$ cat src/rtl/mvm_result_drain.sv
// mvm_result_drain: captures one K-word MVM result frame, requantises each
// word (arithmetic shift + saturation) and streams it out over a
// valid/ready interface through a K-entry FIFO.
module mvm_result_drain #(
  parameter int K     = 32,
  parameter int B     = 8,
  parameter int LOG_K = 5,
  parameter int SHIFT = 0,
  parameter int OUT_W = 8
) (
  input  logic                    clk,
  input  logic                    reset,
  input  logic                    done_in,
  input  logic signed [2*B-1:0]   data_in,
  output logic signed [OUT_W-1:0] out_data,
  output logic                    out_valid,
  input  logic                    out_ready,
  output logic                    out_last,
  output logic                    busy,
  output logic                    overrun
);

  typedef enum logic [1:0] {
    IDLE    = 2'd0,
    CAPTURE = 2'd1,
    DRAIN   = 2'd2
  } state_t;

  localparam int CW = LOG_K + 1;  // fill level must represent 0..K
  localparam int EW = OUT_W + 1;  // FIFO entry: {last flag, data}

  localparam logic [LOG_K-1:0] PTR_LAST = LOG_K'(K - 1);
  localparam logic [LOG_K-1:0] PTR_ZERO = {LOG_K{1'b0}};
  localparam logic [LOG_K-1:0] PTR_ONE  = LOG_K'(1);
  localparam logic [CW-1:0]    FILL_ZERO = {CW{1'b0}};
  localparam logic [CW-1:0]    FILL_ONE  = CW'(1);

  // Saturation bounds expressed at the input word width.
  localparam logic signed [2*B-1:0] SAT_HI = {{(2*B-OUT_W+1){1'b0}}, {(OUT_W-1){1'b1}}};
  localparam logic signed [2*B-1:0] SAT_LO = {{(2*B-OUT_W+1){1'b1}}, {(OUT_W-1){1'b0}}};

  // Arithmetic right shift (floor) followed by clamp to the OUT_W range.
  function automatic logic [OUT_W-1:0] requant(input logic signed [2*B-1:0] x);
    logic signed [2*B-1:0] q;
    logic [OUT_W-1:0]      r;
    q = x >>> SHIFT;
    if (q > SAT_HI) begin
      r = SAT_HI[OUT_W-1:0];
    end else if (q < SAT_LO) begin
      r = SAT_LO[OUT_W-1:0];
    end else begin
      r = q[OUT_W-1:0];
    end
    return r;
  endfunction

  // Pointer increment with explicit wrap at K-1 (K need not be a power of two).
  function automatic logic [LOG_K-1:0] ptr_inc(input logic [LOG_K-1:0] p);
    logic [LOG_K-1:0] r;
    if (p == PTR_LAST) begin
      r = PTR_ZERO;
    end else begin
      r = p + PTR_ONE;
    end
    return r;
  endfunction

  state_t                 state_r;
  state_t                 state_next_s;
  logic [LOG_K-1:0]       cap_cnt_r;
  logic [LOG_K-1:0]       wr_ptr_r;
  logic [LOG_K-1:0]       rd_ptr_r;
  logic [CW-1:0]          fill_r;
  logic [EW-1:0]          mem_r [0:K-1];
  logic                   out_valid_r;
  logic                   out_last_r;
  logic [OUT_W-1:0]       out_data_r;
  logic                   busy_r;
  logic                   overrun_r;

  logic                   wr_en_s;
  logic                   rd_en_s;
  logic [EW-1:0]          wr_entry_s;
  logic [CW-1:0]          fill_after_rd_s;
  logic [CW-1:0]          fill_next_s;
  logic [LOG_K-1:0]       rd_ptr_next_s;
  logic [EW-1:0]          head_next_s;

  // Next-state logic: a frame is K contiguous capture cycles, then a drain
  // that ends when the consumer takes the word tagged as last.
  always_comb begin
    state_next_s = state_r;
    case (state_r)
      IDLE: begin
        if (done_in) begin
          state_next_s = CAPTURE;
        end else begin
          state_next_s = IDLE;
        end
      end
      CAPTURE: begin
        if (cap_cnt_r == PTR_LAST) begin
          state_next_s = DRAIN;
        end else begin
          state_next_s = CAPTURE;
        end
      end
      DRAIN: begin
        if (rd_en_s && out_last_r) begin
          state_next_s = IDLE;
        end else begin
          state_next_s = DRAIN;
        end
      end
      default: begin
        state_next_s = IDLE;
      end
    endcase
  end

  // State register.
  always_ff @(posedge clk or negedge reset) begin
    if (!reset) begin
      state_r <= IDLE;
    end else begin
      state_r <= state_next_s;
    end
  end

  // Capture counter: cleared on frame start, counts one word per capture cycle.
  always_ff @(posedge clk or negedge reset) begin
    if (!reset) begin
      cap_cnt_r <= PTR_ZERO;
    end else if (state_r == IDLE && done_in) begin
      cap_cnt_r <= PTR_ZERO;
    end else if (state_r == CAPTURE) begin
      cap_cnt_r <= cap_cnt_r + PTR_ONE;
    end else begin
      cap_cnt_r <= cap_cnt_r;
    end
  end

  // FIFO control and next head: when the FIFO would be empty after this
  // cycle's pop, the word written this cycle becomes the head directly.
  always_comb begin
    wr_en_s    = (state_r == CAPTURE);
    rd_en_s    = out_valid_r && out_ready;
    wr_entry_s = {(cap_cnt_r == PTR_LAST), requant(data_in)};

    if (rd_en_s) begin
      fill_after_rd_s = fill_r - FILL_ONE;
      rd_ptr_next_s   = ptr_inc(rd_ptr_r);
    end else begin
      fill_after_rd_s = fill_r;
      rd_ptr_next_s   = rd_ptr_r;
    end

    if (wr_en_s) begin
      fill_next_s = fill_after_rd_s + FILL_ONE;
    end else begin
      fill_next_s = fill_after_rd_s;
    end

    if (fill_after_rd_s == FILL_ZERO) begin
      head_next_s = wr_entry_s;
    end else begin
      head_next_s = mem_r[rd_ptr_next_s];
    end
  end

  // FIFO storage; contents are don't-care until written so no reset is needed.
  always_ff @(posedge clk) begin
    if (wr_en_s) begin
      mem_r[wr_ptr_r] <= wr_entry_s;
    end else begin
      mem_r[wr_ptr_r] <= mem_r[wr_ptr_r];
    end
  end

  // FIFO pointers and fill level.
  always_ff @(posedge clk or negedge reset) begin
    if (!reset) begin
      wr_ptr_r <= PTR_ZERO;
      rd_ptr_r <= PTR_ZERO;
      fill_r   <= FILL_ZERO;
    end else begin
      if (wr_en_s) begin
        wr_ptr_r <= ptr_inc(wr_ptr_r);
      end else begin
        wr_ptr_r <= wr_ptr_r;
      end
      rd_ptr_r <= rd_ptr_next_s;
      fill_r   <= fill_next_s;
    end
  end

  // Registered output stage mirroring the FIFO head; holds while stalled.
  always_ff @(posedge clk or negedge reset) begin
    if (!reset) begin
      out_valid_r <= 1'b0;
      out_last_r  <= 1'b0;
      out_data_r  <= {OUT_W{1'b0}};
    end else if (fill_next_s != FILL_ZERO) begin
      out_valid_r <= 1'b1;
      out_last_r  <= head_next_s[OUT_W];
      out_data_r  <= head_next_s[OUT_W-1:0];
    end else begin
      out_valid_r <= 1'b0;
      out_last_r  <= 1'b0;
      out_data_r  <= out_data_r;
    end
  end

  // Busy tracks the frame state; a start request while busy latches overrun.
  always_ff @(posedge clk or negedge reset) begin
    if (!reset) begin
      busy_r    <= 1'b0;
      overrun_r <= 1'b0;
    end else begin
      busy_r    <= (state_next_s != IDLE);
      overrun_r <= overrun_r | (done_in & busy_r);
    end
  end

  assign out_data  = out_data_r;
  assign out_valid = out_valid_r;
  assign out_last  = out_last_r;
  assign busy      = busy_r;
  assign overrun   = overrun_r;

endmodule

$ cat config.mk
export PLATFORM = sky130hd
export DESIGN_NAME = mvm_result_drain
export DESIGN_NICKNAME = d
export VERILOG_FILES = /design/src/rtl/mvm_result_drain.sv
export SDC_FILE = /design/constraint.sdc
export NUM_CORES = 1
export LEC_CHECK = 0
export ABC_CLOCK_PERIOD_IN_PS = 3700
export CORE_ASPECT_RATIO = 2
export CORE_MARGIN = 1
export CORE_UTILIZATION = 60
export CTS_BUF_LIST = sky130_fd_sc_hd__clkbuf_4 sky130_fd_sc_hd__clkbuf_8
export DETAILED_ROUTE_END_ITERATION = 16
export PLACE_DENSITY = 0.89
export SETUP_SLACK_MARGIN = 0.05
export SLEW_MARGIN = 20
export SYNTH_ARGS = -nofsm -noshare
export SYNTH_HDL_FRONTEND = slang
export SYNTH_SLANG_ARGS = --single-unit
$ cat constraint.sdc
create_clock -name clk -period 3.7 [get_ports clk]
set_input_delay 0.74 -clock clk [delete_from_list [all_inputs] [get_ports clk]]
set_output_delay 0.74 -clock clk [all_outputs]
set_load 0.02 [all_outputs]
run_1/density.png
Drawn at 2 px/um. The die is cut into 11 by 21 equal tiles; black is low, pale yellow is high, 0 to 100% covered.
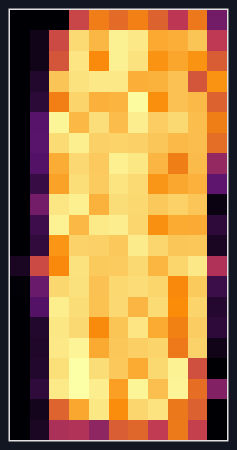
fullest tile = 100%
mean over tiles = 65%
tiles over 75% full = 59%
FP Util: 0.6139
area of the core: 22160 sq um

run_1/met2.png
Drawn at 2 px/um.
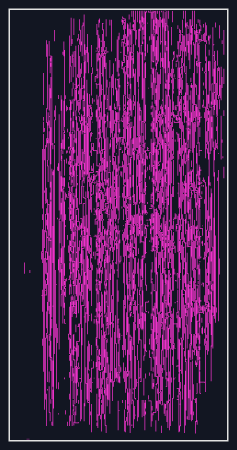
wire length on this layer = 18600 um
main direction = vertical
share of all routed wire = 52%
nets with wire on the layer = 929
longest straight run = 119 um
grt met2 use: 0.5409
Detailed Route WL: 35540 um

run_1/pdn.png
Drawn at 2 px/um. Pins as bars on the die edge.
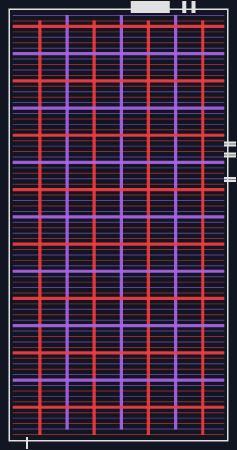
red -> VSS
purple -> VDD
met5 straps = 15
met4 straps = 7
rows = 77
met1 rails = 78
IR drop worst, VDD: 0.0008814 V
DIE HEIGHT: 214.9 um
die width: 108.5 um

[run 1: cell families (layout without fill, tap and decap cells)]
kind of cell    after synthesis  in the layout  synth area share
fa+ha+maj                    12             12           0.01104
xor+xnor                     10             10          0.006438
other cells                   0              1                 0
mux                          70             70           0.08839
flops                       323            323            0.7001
buf+inv                      69            198           0.02502
compound gates              118            118           0.06301
simple gates                314            314            0.1060
[run 1: flip-flops by register name (all words and copies together), names as in the netlist]
signal	count
cap_cnt_r	5
out_last	1
fill_r	6
wr_ptr_r	5
out_data	8
mem_r	288
state_r	2
busy	1
out_valid	1
overrun	1
rd_ptr_r	5
[run 1: where the power goes]
part | internal [mW] | switching, mW | leakage, nW
registers | 4.59 | 0.359 | 3.05
clock network | 1.52 | 1.28 | 0.465
logic | 2.25 | 3.52 | 2.03
total | 8.36 | 5.16 | 5.54
==> reports/metrics.csv, run 1 <==
stage,metric,value,unit
run_status,status,completed,
setup_path,cp-startpoint,rd_ptr_r[0]$_DFF_PN0_,
place,dpl.hpwl,22620,um
synth,edf_count,288,
setup_path,critPathSlowestCell,dfrtp_1,
layout,ff_count,323,
die,row_count,77,
clock_network,post_cts_buffers,0,
layout,seq_area,9524,sq um
route,met2_length,18620,um
setup_path,reg2reg_from,rd_ptr_r[0]$_DFF_PN0_,
clock_network,clkLatencyLatePin,0.56,ns
layout,seq_area_frac,0.6127,
route,wl_met1,10660,um
global_route,grt_pass1_wl,53210,um
timing,rsz0062_at_grt,no,
synth,syn-num-nets,948,
clock_network,clkSlewWorstSetupHoldPaths,0.07,ns
clock_network,cts_tree,yes,
global_route,use_met3,0.06187,
global_route,antenna_found_initial,0,
timing,whs,0.2530,ns
layout,mostFrequentLayoutCells,"288 x edfxtp_1, 141 x nand2_1, 69 x buf_4",
synth,ys_cells,916,
route,ant_nets,0,
synth,yosysTopAreaCell,edfxtp_1,
setup_path,critical_path_depth,14,
place,placedInstanceArea,14650,sq um
timing,maxSlewViolCount,0,
synth,syn_inst,916,
timing,finalClockPeriodUsage,0.8925,
synth,ys_warn_count,0,
synth,async_reset_ff_frac,0.1084,
global_route,grt.busiest_layer,met2,
clock_network,cts_max_level,2,
clock_network,clockBufferDepth,3,
synth,yosys_area,13600,sq um
route,dr.max_layer_used,met4,
setup_path,cp_cell_sequence,ha_1 > and3_1 > ha_1 > and3b_1 > a22oi_2 > inv_2 > buf_12 > mux4_2 > mux2i_1 > buf_4 > mux2i_1 > o211ai_1 > a211oi_1 > a21o_1,
setup_path,criticalPathCategory,register to register,
timing,skew,0.01793,ns
layout,logic_area,3742,sq um
flow_run,warnings,30,
timing,relSlewSlack,0.4801,
route,dr_wl_met3,3339,um
setup_path,cp-start-kind,register,
die,nWellTaps,276,
synth,top_cell_area_share,0.6358,
clock_network,clock-sinks,323,
synth,area_leaders,"edfxtp_1 64%, mux4_2 6.6%, dfrtp_1 6.4%, nand2_1 3.9%, mux2i_1 2.1%",
timing,setup_tns,0,ns
setup_path,r2r-end,out_data[7]$_DFFE_PN0P_,
global_route,grt_start_max_net_pins,46,
global_route,overflow,0,
route,avgRoutedWirePerCell,26.88,um
setup_path,critPathArrivalTime,3.76,ns
place,io_buffers,31,
synth,ys_seq_share,0.7001,
timing,fmax,302.8,MHz
layout,final_util,0.7015,
die,die_area,23310,sq um
synth,ys_ff,323,
layout,nClkBuffers,52,
layout,sh_comb_area,0.2408,
setup_path,crit_fanout,45,
layout,largest_cell_class,flip-flops and latches,
power_and_ir_drop,p_total,13.53,mW
clock_network,clockRootBuffer,clkbuf_8,
setup_path,rr_worst_depth,14,
global_route,grtUsageTotal,0.3210,
synth,top_cell,edfxtp_1,
place,dp_cells,1246,
setup_path,ff2ff_setup_slack,0.40,ns
route,drc,0,
route,firstDrtPassIters,5,
layout,area_growth,14.27,%
layout,bufAreaShareNonClock,0.06327,
flow_run,max-cap-violations,0,
setup_path,crit_required,4.15,ns
clock_network,cts_hold_buffers,0,
route,vias,8814,
clock_network,cts_buffers,42,
layout,n_antenna_cell,1,
synth,ys_types,62,
synth,syn_area,13600,sq um
timing,hold_viol,0,
min_path,min_path_type,input port to asynchronous set/reset pin,
layout,drive_gt1_frac,0.1895,
setup_path,crit_family,multiplexers,
place,place.gp.congestion,0.9425,
==> run 1 -> run 2 <==
Settings changed: CTS_CLUSTER_DIAMETER set to 50.
run_2/final_clocks.png
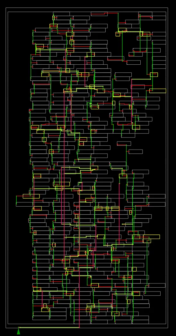
Clock Skew: 0.01793 ns
clock tree sinks: 323
flop count: 323

==> run 2 against run 1 <==
Combinational power is essentially flat. Sequential power hardly changed. Clock power about the same. Flip-flop count stayed put. Wire length did not move. Global-route usage stayed put. Die size did not move. Sequential share of layout area is the same. Critical path depth did not move. Largest power group unchanged.
==> reports/metrics.csv, run 2 <==
stage,metric,value,unit
route,met2_length,18620,um
timing,fmax,302.8,MHz
clock_network,cts_tree,yes,
route,wl,35540,um
global_route,grtUsageTotal,0.3210,
power_and_ir_drop,swShare,0.3816,
setup_path,critical_path_depth,14,
power_and_ir_drop,p_int,8.365,mW
setup_path,reg2reg_from,rd_ptr_r[0]$_DFF_PN0_,
timing,maxSlewViolCount,0,
layout,top_register,mem_r,
clock_network,clkLatencyLatePin,0.56,ns
route,dr.max_layer_used,met4,
synth,syn_area,13600,sq um
die,fp-utilization,0.6139,
place,dpl.hpwl,22620,um
synth,top_cell,edfxtp_1,
die,die-height,214.9,um
global_route,grt_pass1_wl,53210,um
global_route,use_met3,0.06187,
power_and_ir_drop,ir_worst_vdd,0.0008814,V
route,avgRoutedWirePerCell,26.88,um
power_and_ir_drop,pwr-share-clk,0.207,
global_route,grt_use_met2,0.5409,
die,die_x,108.5,um
place,place.gp.congestion,0.9425,
layout,final_cells,1322,
power_and_ir_drop,p_total,13.53,mW
layout,area_growth,14.27,%
min_path,min_path_type,input port to asynchronous set/reset pin,
setup_path,cp-start-kind,register,
power_and_ir_drop,p_switching,5.162,mW
synth,ys_warn_count,0,
synth,ys_cells,916,
flow_run,max-cap-violations,0,
timing,hold_viol,0,
clock_network,clockBufferDepth,3,
global_route,grt_start_max_net_pins,46,
synth,synth.logic.top_family,simple AND/OR/NAND/NOR gates,
setup_path,r2r-end,out_data[7]$_DFFE_PN0P_,
timing,finalClockPeriodUsage,0.8925,
synth,edf_count,288,
layout,final_util,0.7015,
setup_path,crit_fanout,45,
setup_path,critPathSlowestCell,dfrtp_1,
route,wl_met1,10660,um
synth,simple_gate_area_frac,0.1060,
place,dp_slack,0.08992,ns
synth,aoi_share,0.06301,
route,vias,8814,
synth,xor_share,0.006439,
synth,area_leaders,"edfxtp_1 64%, mux4_2 6.6%, dfrtp_1 6.4%, nand2_1 3.9%, mux2i_1 2.1%",
clock_network,cts_max_level,2,
place,placedInstanceArea,14650,sq um
synth,ys_sh_adder,0.01104,
synth,syn_area_per_cell,14.85,sq um
setup_path,cp_cell_sequence,ha_1 > and3_1 > ha_1 > and3b_1 > a22oi_2 > inv_2 > buf_12 > mux4_2 > mux2i_1 > buf_4 > mux2i_1 > o211ai_1 > a211oi_1 > a21o_1,
power_and_ir_drop,power_frac_seq,0.366,
setup_path,ff2ff_setup_slack,0.40,ns
synth,syn-num-nets,948,
place,dp_cells,1246,
place,io_buffers,31,
clock_network,cts_hold_buffers,0,
layout,largest_register_ffs,288,
die,design.core.area,22160,sq um
flow_run,warnings,30,
run_status,status,completed,
setup_path,rr_worst_depth,14,
setup_path,crit_required,4.15,ns
clock_network,cts_buffers,42,
global_route,overflow,0,
route,dr_wl_met3,3339,um
route,ant_nets,0,
timing,rsz0062_at_grt,no,
setup_path,cp-startpoint,rd_ptr_r[0]$_DFF_PN0_,
synth,ys_types,62,
timing,relSlewSlack,0.4801,
synth,async_reset_ff_frac,0.1084,
synth,yosys_area,13600,sq um
die,die_area,23310,sq um
clock_network,post_cts_buffers,0,
route,firstDrtPassIters,5,
global_route,antenna_found_initial,0,
route,drc,0,
clock_network,clkSlewWorstSetupHoldPaths,0.07,ns
synth,syn_inst,916,
synth,ys_seq_share,0.7001,
setup_path,criticalPathCategory,register to register,
timing,setup_tns,0,ns
synth,yosysTopAreaCell,edfxtp_1,
synth,ys_ff,323,
setup_path,crit_family,multiplexers,
layout,drive_gt1_frac,0.1895,
timing,whs,0.2530,ns
synth,top_cell_area_share,0.6358,
global_route,grt.busiest_layer,met2,
layout,mostFrequentLayoutCells,"288 x edfxtp_1, 141 x nand2_1, 69 x buf_4",
setup_path,critPathArrivalTime,3.76,ns
synth,mux_share,0.08839,
[run 2: cell counts in the layout (fill, tap and decap cells not counted)]
Identical to the previous run, type by type.
[run 2: area by class of cell]
cell class / count / area, sq um
fill: 1328 / 6615
multi-input combinational: 524 / 3742
clock buffer: 52 / 653.1
timing repair buffer: 108 / 983.4
tap: 276 / 345.3
antenna: 1 / 2.502
inverter: 15 / 57.56
sequential: 323 / 9524
clock inverter: 23 / 235.2
[run 2: power groups by stage]
stage	Clock (mW)	Combinational (mW)	Sequential [mW]
finish	2.80	5.77	4.95
global route	2.96	6.06	4.98
CTS	2.82	5.57	4.93
detailed placement	0	5.50	5.00
global placement	0	5.32	4.97
floorplan	0	3.54	4.90
Power is estimated from default activity; no workload was simulated.
